`src/rtl/program_loader_ctrl.sv`:
```
// Load-then-run sequencer: streams instruction words, then data words, from a host
// word stream into the processor load port, then starts it and watches for its end.
module program_loader_ctrl #(
  parameter int IMEM_DEPTH = 256,
  parameter int DMEM_DEPTH = 256,
  parameter int GAP_CYCLES = 2,
  parameter int MAX_RUN    = 1000000
) (
  input  logic        clk,
  input  logic        reset,
  input  logic        clear,
  input  logic        host_valid,
  output logic        host_ready,
  input  logic [31:0] host_data,
  output logic [31:0] new_instruction,
  output logic        load_valid,
  output logic        add_into,
  output logic        start_signal,
  input  logic        end_signal,
  output logic        busy,
  output logic        done,
  output logic        error,
  output logic [1:0]  error_code,
  output logic [31:0] run_cycles,
  output logic [3:0]  fsm_state
);

  // Host handshake: a word transfers on a rising edge where host_valid and
  // host_ready are both high; clear withdraws host_ready so no word is consumed.
  typedef enum logic [3:0] {
    S_HDR_I = 4'd0,
    S_INSTR = 4'd1,
    S_GAP1  = 4'd2,
    S_HDR_D = 4'd3,
    S_DATA  = 4'd4,
    S_GAP2  = 4'd5,
    S_RUN   = 4'd6,
    S_DONE  = 4'd7,
    S_ERROR = 4'd8
  } state_t;

  state_t      state_q;
  state_t      state_d;
  logic [15:0] remaining;
  logic [15:0] gap_cnt;
  logic        xfer;
  logic        gap_last;
  logic [31:0] hdr_count;

  assign xfer      = host_valid & host_ready;
  assign gap_last  = (gap_cnt == 16'(GAP_CYCLES - 1));
  assign hdr_count = {16'd0, host_data[15:0]};
  assign fsm_state = state_q;

  always_ff @(posedge clk or negedge reset) begin
    if (!reset) state_q <= S_HDR_I;
    else        state_q <= state_d;
  end

  always_comb begin
    state_d = state_q;
    if (clear) begin
      state_d = S_HDR_I;
    end else begin
      case (state_q)
        S_HDR_I: if (xfer) begin
          if (hdr_count > 32'(IMEM_DEPTH)) state_d = S_ERROR;
          else if (hdr_count == 32'd0)     state_d = S_GAP1;
          else                             state_d = S_INSTR;
        end
        S_INSTR: if (xfer && remaining == 16'd1) state_d = S_GAP1;
        S_GAP1:  if (gap_last) state_d = S_HDR_D;
        S_HDR_D: if (xfer) begin
          if (hdr_count > 32'(DMEM_DEPTH)) state_d = S_ERROR;
          else if (hdr_count == 32'd0)     state_d = S_GAP2;
          else                             state_d = S_DATA;
        end
        S_DATA:  if (xfer && remaining == 16'd1) state_d = S_GAP2;
        S_GAP2:  if (gap_last) state_d = S_RUN;
        S_RUN: begin
          if (end_signal)                         state_d = S_DONE;
          else if (run_cycles >= 32'(MAX_RUN))    state_d = S_ERROR;
        end
        default: state_d = state_q;
      endcase
    end
  end

  always_comb begin
    host_ready   = 1'b0;
    start_signal = 1'b0;
    busy         = 1'b1;
    done         = 1'b0;
    error        = 1'b0;
    case (state_q)
      S_HDR_I: begin host_ready = ~clear; busy = 1'b0; end
      S_INSTR, S_HDR_D, S_DATA: host_ready = ~clear;
      S_RUN:   start_signal = 1'b1;
      S_DONE:  begin start_signal = 1'b1; busy = 1'b0; done = 1'b1; end
      S_ERROR: begin busy = 1'b0; error = 1'b1; end
      default: ;
    endcase
  end

  always_ff @(posedge clk or negedge reset) begin
    if (!reset) begin
      new_instruction <= 32'd0;
      load_valid      <= 1'b0;
      add_into        <= 1'b0;
      error_code      <= 2'd0;
      run_cycles      <= 32'd0;
      remaining       <= 16'd0;
      gap_cnt         <= 16'd0;
    end else begin
      load_valid <= 1'b0;
      if (clear) begin
        add_into   <= 1'b0;
        error_code <= 2'd0;
        remaining  <= 16'd0;
        gap_cnt    <= 16'd0;
      end else begin
        if ((state_q == S_INSTR || state_q == S_DATA) && xfer) begin
          new_instruction <= host_data;
          load_valid      <= 1'b1;
          remaining       <= remaining - 16'd1;
        end
        if ((state_q == S_HDR_I || state_q == S_HDR_D) && xfer)
          remaining <= host_data[15:0];
        if ((state_q == S_GAP1 || state_q == S_GAP2) && !gap_last)
          gap_cnt <= gap_cnt + 16'd1;
        else
          gap_cnt <= 16'd0;
        // Switch memories one cycle into GAP1 so the last instruction strobe
        // (presented in GAP1's first cycle) still targets instruction memory.
        if (state_q == S_GAP1)
          add_into <= 1'b1;
        if (state_d == S_ERROR && state_q != S_ERROR)
          error_code <= (state_q == S_RUN) ? 2'd2 : 2'd1;
        if (state_q == S_GAP2 && state_d == S_RUN)
          run_cycles <= 32'd1;
        else if (state_q == S_RUN && state_d == S_RUN)
          run_cycles <= run_cycles + 32'd1;
      end
    end
  end

endmodule

```
`config.mk`:
```
export PLATFORM = sky130hd
export DESIGN_NAME = program_loader_ctrl
export DESIGN_NICKNAME = d
export VERILOG_FILES = /design/src/rtl/program_loader_ctrl.sv
export SDC_FILE = /design/constraint.sdc
export NUM_CORES = 1
export LEC_CHECK = 0
export CAP_MARGIN = 20
export CORE_MARGIN = 3
export CORE_UTILIZATION = 30
export CTS_CLUSTER_DIAMETER = 120
export CTS_CLUSTER_SIZE = 24
export DETAILED_ROUTE_END_ITERATION = 10
export HOLD_SLACK_MARGIN = 0.08
export PLACE_DENSITY_LB_ADDON = 0.2
export SLEW_MARGIN = 15
export SYNTH_ARGS = -nofsm -noshare
export SYNTH_HDL_FRONTEND = slang
export SYNTH_SLANG_ARGS = --single-unit
```
`constraint.sdc`:
```
create_clock -name clk -period 3.8 [get_ports clk]
set_input_delay 0.95 -clock clk [delete_from_list [all_inputs] [get_ports clk]]
set_output_delay 0.95 -clock clk [all_outputs]
set_load 0.005 [all_outputs]
```
==> run_1/met1.png <==
Bar = 50 um. Supply wires on this layer in gray.
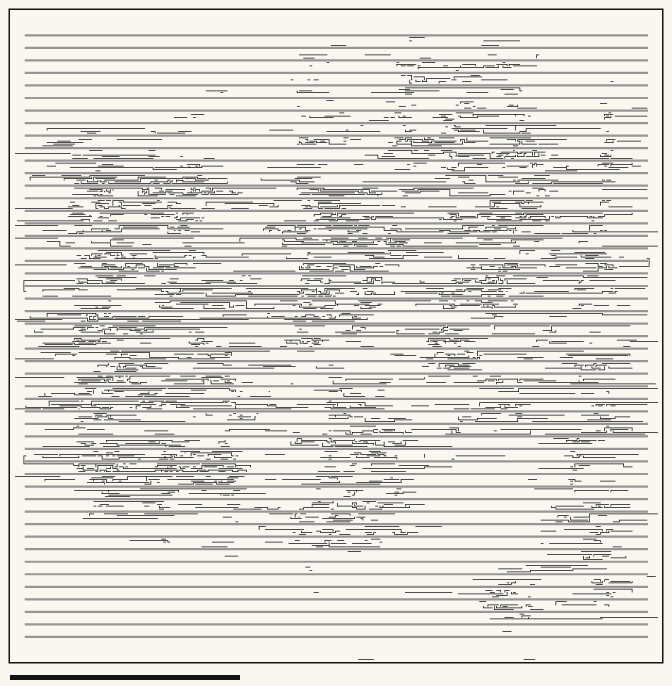
longest straight run	38.6 um
share of all routed wire	46%
nets with wire on the layer	707
main direction	horizontal
met1 Use GR: 0.220
Routed WL: 16200 um
routed vias: 5321

==> run_1/met2.png <==
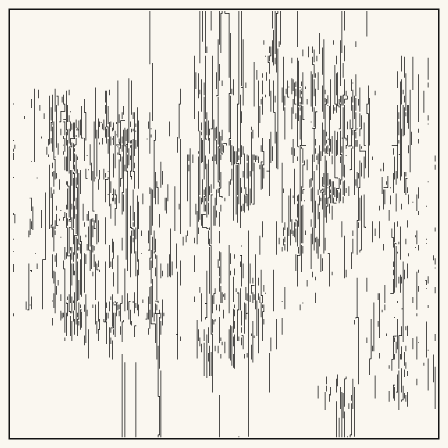
wire length on this layer	7330 um
nets with wire on the layer	666
GR Layer Usage met2: 0.262

==> run_1/met3.png <==
Bar = 50 um. Cells faint in the background.
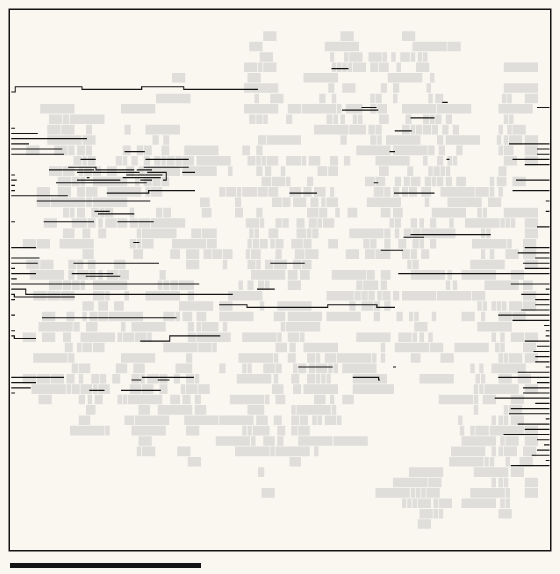
longest straight run	54.0 um
nets with wire on the layer	124
main direction	horizontal
met3 Use GR: 0.0404

==> run_1/met4.png <==
Supply wires on this layer in gray.
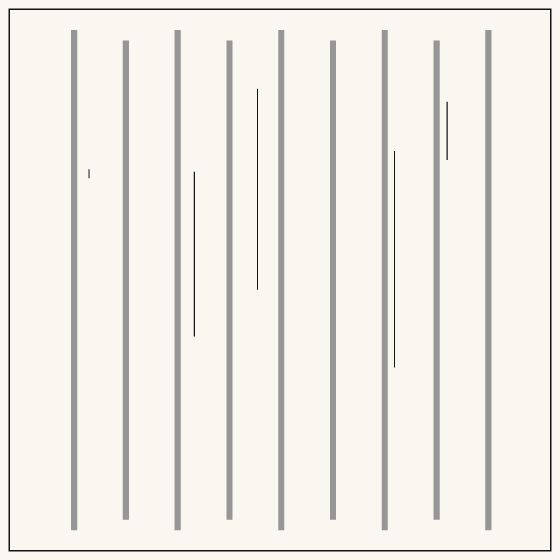
nets with wire on the layer	4
main direction	vertical
longest straight run	56.4 um

==> flow_metrics.py, run 1 <==
# Synthesis and PnR figures
metrics = {
    "run_status": {
        "outcome": "finished, final reports clean",
    },
    "power_and_ir_drop": {
        "clk-power_uw": 953,
        "p_int_uw": 2450,
        "powerComb_uw": 1230,
        "power.group.top": "registers",
        "switchingPower_uw": 1210,
        "clkPwrFrac": 0.260,
        "power_frac_comb": 0.336,
        "p_seq_frac": 0.404,
        "leakage_uw": 0.00305,
        "total_power_uw": 3670,
        "power_per_cell_area_nw_per_um2": 503,
        "netSwitchingFraction": 0.330,
        "powerSeq_uw": 1480,
        "max-vdd-ir-drop_mv": 0.270,
    },
    "sta": {
        "fin_worst_skew_ns": 0.00789,
        "finalCriticalPeriod_ns": 3.53,
        "worst_pin_slew_ns": 0.753,
        "rsz0062_at_grt": "false",
        "max_freq_mhz": 283,
        "slew_headroom": 0.496,
        "setup_slack_ns": 0.267,
        "fin_crit_sh": 0.930,
        "whs_ns": 0.474,
        "hold_viol": 0,
        "slew_violations": 0,
        "setup_viol": 0,
        "setup-tns-final_ns": 0,
    },
    "global_routing": {
        "busiest_layer": "met2",
        "grt_pass1_wl_um": 26600,
        "first_global_vias": 5157,
        "antenna_found_initial": 0,
        "overflow": 0,
        "track_usage": 0.162,
        "grt_max_degree": 54,
    },
    "cts": {
        "cts_tree": "yes",
        "cts_made_buffers": 9,
        "cts_resized": 0,
        "clkLatencyLatePin_ns": 0.36,
        "postCtsSetupBuffers": 0,
        "cts_root_buffer": "clkbuf_16",
        "numClockSinks": 104,
        "cts_hold_buf": 0,
        "cts_max_level": 3,
        "clockBufferDepth": 2,
        "path_clk_slew_ns": 0.07,
    },
    "yosys": {
        "synthCells": 646,
        "synthMuxAreaShare": 0.00772,
        "ys_sh_xor": 0.0223,
        "async_flop_share": 1.00,
        "yosys_area_um2": 5510,
        "synth.cell_area_um2": 5510,
        "synth_simple_gate_area_share": 0.279,
        "fp_nets": 689,
        "yosysWarnings": 0,
        "syn_area_per_cell_um2": 8.53,
        "synthDistinctLibCells": 57,
        "fa_ha_area_frac": 0.0136,
        "seq_area_frac_synth": 0.473,
        "ys.flops": 104,
        "synth-edff-count": 0,
        "synth-compound-area-share": 0.163,
        "yosys_cells": 646,
        "topCombFamilyByArea": "simple AND/OR/NAND/NOR gates",
        "ys.flop_type": "dfrtp_1",
    },
    "layout": {
        "n_sequential_cell": 104,
        "inverters": 19,
        "stdcell_count": 993,
        "final_util": 0.413,
        "dominant_cells": "multi-input combinational cells",
        "area_growth_pct": 32.4,
        "antenna_cells": 0,
        "combGateArea_um2": 2680,
        "regArea_um2": 2600,
        "logic_gates": 487,
        "nNonClkBuffers": 142,
        "area_share_nonclk_buffers": 0.186,
        "n_fill_cell": 1751,
        "final_nets": 806,
        "clkCellAreaFrac": 0.0407,
        "nClkBuffers": 10,
        "drive_above_1_share": 0.0794,
        "seq_share": 0.357,
        "design_area_um2": 7290,
        "comb_share": 0.367,
    },
    "floorplan": {
        "core_area_um2": 17700,
        "chip_area_um2": 20000,
        "pin_count": 114,
        "nWellTaps": 225,
        "die_h_um": 141,
        "row_count": 48,
        "fp-utilization": 0.312,
        "die_x_um": 141,
    },
    "placement": {
        "place_inst": 977,
        "numPortBuffers": 113,
        "globalplace.congestion": 0.868,
        "hpwl_um": 11200,
        "dpl_cell_area_um2": 7000,
        "post-place-ws_ns": -0.0879,
    },
    "worst_setup_path": {
        "cp-end-kind": "flop",
        "worstSetupPathType": "input port to flop",
        "required_ns": 4.04,
        "arrival_ns": 3.77,
        "cp_max_fo": 16,
        "startpoint_type": "input port",
    },
    "route": {
        "routed_via_density": 5.36,
        "drcViolationCount": 0,
        "wl_per_cell_um": 16.3,
        "drtPass1Iterations": 4,
        "ant_nets": 0,
        "detail_route.iter0.violations": 472,
    },
    "worst_hold_path": {
        "hold_class": "flop to flop",
    },
    "job": {
        "cap_violations": 0,
        "warnings": 30,
    },
}
[run 1: final timing paths]
kind	from	end	slack, ns	cells after the start
worst min register to register	new_instruction[9]	new_instruction[9]	0.47	2
worst max-delay path	host_valid	run_cycles[13]	0.27	9
worst max register to register	remaining[12]	run_cycles[13]	0.57	8
min in group asynchronous	reset	new_instruction[17]	0.64	1
max in group asynchronous	reset	run_cycles[12]	2.41	2
worst min-delay path	new_instruction[9]	new_instruction[9]	0.47	2
[run 1: placed cells by master (no fill, tap or decap), types with 6 or more instances in the layout]
cell and n:
xor2_1 9, clkbuf_16 9, o41ai_1 19, nand2b_1 7, nand2_1 127, nand3_1 24, nor4_1 26, o31ai_1 9
ha_1 6, nor2_1 67, a21oi_1 34, nor3_1 21, nand4_1 10, and3_1 11, dfrtp_1 104, clkdlybuf4s50_1 112
buf_4 29, inv_1 16, a31oi_1 11, o21ai_0 33
[run 1: sequential cells by signal (all words and copies together), names as in the netlist]
name and count:
add_into 1, run_cycles 32, new_instruction 32, gap_cnt 16, error_code 2, load_valid 1, remaining 16, fsm_state 4
[run 1: layer usage]
layer | share of wire | routed length [um]
met1 | 0.46 | 7510
met2 | 0.45 | 7330
met3 | 0.073 | 1180
met4 | 0.010 | 168
met5 | 0 | 0
[run 1: synth_stat cells, drive strengths merged (18+ instances only)]
library cell	count	area [um2]
nand2	127	477
dfrtp	104	2600
nor2	67	251
a21oi	34	170
o21ai	34	170
clkbuf	33	124
nor4	26	163
nand3	24	120
nor3	23	120
o41ai	19	166
inv	18	70.1
[run 1: critical path, cell delays in order]
cell and delay (ns):
clkdlybuf4s50_1 0.50, or3b_2 0.47, a22oi_1 0.16, o22ai_1 0.11
a211oi_1 0.24, a311o_1 0.30, inv_4 0.04, or4_4 0.63
o41ai_1 0.38
==> run_1/final_clocks.png <==
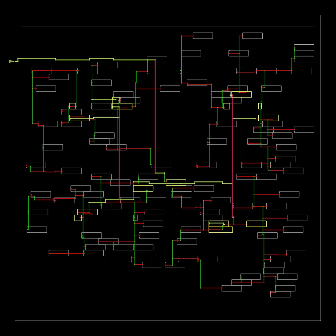

==> inputs of run 2 (changes only) <==
clock period = 3.51 ns   (was 3.8 ns; I/O delays follow)
==> run_2/final_clocks.png <==
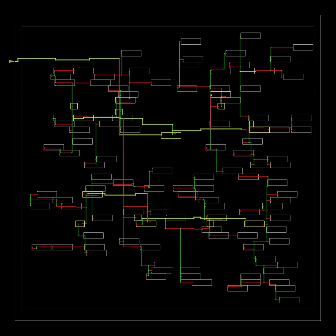
clock sink count: 104
Setup Skew: 0.00824 ns
Clock Latency Late Sink: 0.36 ns
clkbuf count: 9

==> run_2/met4.png <==
Supply wires on this layer in gray.
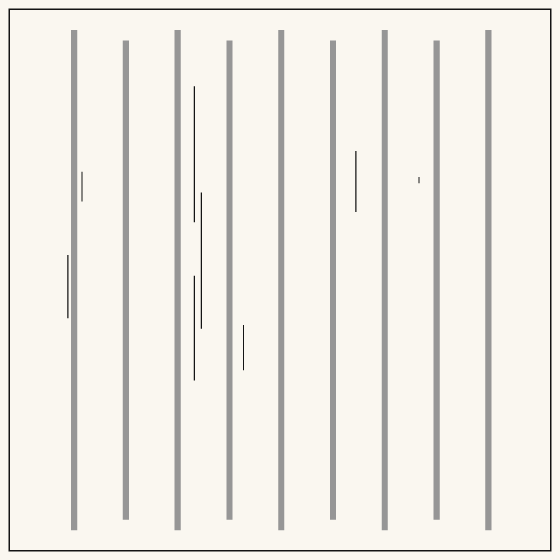
Routed WL: 16000 um
routed vias: 5306

==> flow_metrics.py, run 2 <==
# Synthesis and PnR figures
metrics = {
    "worst_hold_path": {
        "worstHoldPathCells": 2,
        "hold_class": "flop to flop",
    },
    "yosys": {
        "top_area_cell": "dfrtp_1",
        "synthDominantCellAreaShare": 0.473,
        "yosysWarnings": 0,
        "synthCells": 646,
        "seq_area_frac_synth": 0.473,
        "synth-edff-count": 0,
        "topCellsByArea": "dfrtp_1 47%, nand2_1 8.7%, nor2_1 4.6%",
        "fp_nets": 689,
        "ys.flop_type": "dfrtp_1",
        "yosys_area_um2": 5510,
        "yosys_cells": 646,
        "synth.most_common_cell": "nand2_1",
        "synthDistinctLibCells": 57,
        "syn_area_per_cell_um2": 8.53,
        "ys.flops": 104,
        "synth.cell_area_um2": 5510,
        "synthTopCellsByCount": "127 x nand2_1, 104 x dfrtp_1, 67 x nor2_1",
        "async_flop_share": 1.00,
    },
    "power_and_ir_drop": {
        "powerSeq_uw": 1600,
        "leakage_uw": 0.00315,
        "power_per_cell_area_nw_per_um2": 528,
        "p_seq_frac": 0.408,
        "netSwitchingFraction": 0.336,
        "power_frac_comb": 0.341,
        "powerComb_uw": 1340,
        "switchingPower_uw": 1320,
        "power.group.top": "registers",
        "clk-power_uw": 984,
        "clkPwrFrac": 0.251,
        "p_int_uw": 2610,
        "max-vdd-ir-drop_mv": 0.336,
    },
    "global_routing": {
        "antenna_found_initial": 0,
        "grt_max_degree": 67,
        "grt_pass1_wl_um": 26900,
        "first_global_vias": 5292,
        "overflow": 0,
        "track_usage": 0.162,
    },
    "cts": {
        "cts_resized": 0,
        "postCtsSetupBuffers": 0,
        "path_clk_slew_ns": 0.08,
        "cts_root_buffer": "clkbuf_16",
        "cts_tree": "yes",
        "cts_max_level": 3,
        "cts_made_buffers": 9,
        "cts_hold_buf": 0,
        "clockBufferDepth": 2,
    },
    "layout": {
        "layout_top_cell": "nand2_1",
        "final_util": 0.421,
        "layout_top_cells": "127 x nand2_1, 112 x clkdlybuf4s50_1, 104 x dfrtp_1",
        "drive_above_1_share": 0.104,
        "antenna_cells": 0,
        "n_fill_cell": 1750,
        "reg_top3": "new_instruction (32), run_cycles (32)",
        "stdcell_count": 1005,
        "area_growth_pct": 35.0,
        "final_nets": 818,
        "design_area_um2": 7430,
    },
    "worst_setup_path": {
        "cp-endpoint": "run_cycles[13]",
        "r2r_slack_ns": 0.34,
        "arrival_ns": 3.66,
        "crit_slowest_cell": "or4_4",
        "critical_path.max_stage_delay_ns": 0.65,
        "cp_max_fo": 16,
        "required_ns": 3.76,
        "rr_endpoint": "run_cycles[13]",
        "crit_path_cell_trace": "clkdlybuf4s50_1, or3b_2, a22oi_1, o22ai_1, a211oi_1, a311o_1, inv_4, or4_4, o41ai_2",
        "cp-end-kind": "flop",
        "startpoint_type": "input port",
        "worstSetupPathType": "input port to flop",
        "r2r-start": "remaining[12]",
        "reg2reg_depth": 8,
    },
    "sta": {
        "slew_headroom": 0.523,
        "slew_violations": 0,
        "hold_viol": 0,
        "rsz0062_at_grt": "true",
        "fin_crit_sh": 0.969,
        "whs_ns": 0.475,
        "setup_viol": 0,
        "setup_slack_ns": 0.107,
        "setup-tns-final_ns": 0,
        "max_freq_mhz": 294,
        "worst_pin_slew_ns": 0.713,
    },
    "route": {
        "ant_nets": 0,
        "drtPass1Iterations": 6,
        "drcViolationCount": 0,
        "detail_route.iter0.violations": 396,
        "routed_via_density": 5.28,
        "wl_per_cell_um": 15.9,
    },
    "placement": {
        "post-place-ws_ns": -0.290,
        "dpl_cell_area_um2": 7100,
        "numPortBuffers": 113,
        "place_inst": 989,
        "globalplace.congestion": 0.837,
        "hpwl_um": 11200,
    },
    "floorplan": {
        "core_area_um2": 17700,
        "pin_count": 114,
        "row_count": 48,
        "fp-utilization": 0.312,
        "die_h_um": 141,
        "die_x_um": 141,
        "chip_area_um2": 20000,
    },
    "run_status": {
        "outcome": "finished, final reports clean",
    },
    "job": {
        "cap_violations": 0,
        "warnings": 31,
    },
}
run 2: cell count changes in the layout (fill, tap and decap cells not counted), moves of 2 or more:
cell / delta
o41ai_2: +5
o41ai_1: -5
buf_4: +11
clkinv_4: +2
clkinvlp_4: -2
run 2: logic make-up (layout without fill, tap and decap cells):
logic type | Yosys count | count (layout) | share of synthesized area
DFF | 104 | 104 | 0.473
AOI/OAI and AO/OA | 138 | 138 | 0.163
and+or+nand+nor | 325 | 325 | 0.279
xor gates and xnor gates | 14 | 14 | 0.0223
muxes | 4 | 4 | 0.00772
adders and majority gates | 6 | 6 | 0.0136
buffers and inverters | 55 | 189 | 0.0420
run 2: per-layer routing:
layer,track usage,up-vias,part of all wire
li1,-,2570,-
met1,0.220,2524,0.46
met2,0.265,194,0.46
met3,0.0431,18,0.069
met4,0.0298,0,0.0094
met5,0,-,0
run 2: area by class of cell:
type / instances / area, um2 / area share
Multi-Input combinational cell: 487 / 2730 / 0.367
Sequential cell: 104 / 2600 / 0.350
Timing Repair Buffer: 154 / 1460 / 0.197
Tap cell: 225 / 282 / 0.0379
Clock buffer: 9 / 225 / 0.0303
Inverter: 19 / 73.8 / 0.00993
Clock inverter: 7 / 60.1 / 0.00808
run 2: worst max-delay path: cells and delay by family:
kind / cells / cell delay, ns
compound gates: 5 / 1.10
buf+inv: 2 / 0.55
simple gates: 2 / 1.12
run 2: how the worst min path moves through the flow:
stage	end	slack, ns	startpoint
6_report	new_instruction[7]	0.47	new_instruction[7]
5_1_grt	new_instruction[9]	0.50	new_instruction[9]
4_1_cts	new_instruction[31]	0.48	new_instruction[31]
3_5_place_dp	new_instruction[7]	0.46	new_instruction[7]
3_3_place_gp	new_instruction[7]	0.46	new_instruction[7]
2_1_floorplan	new_instruction[0]	0.47	new_instruction[0]
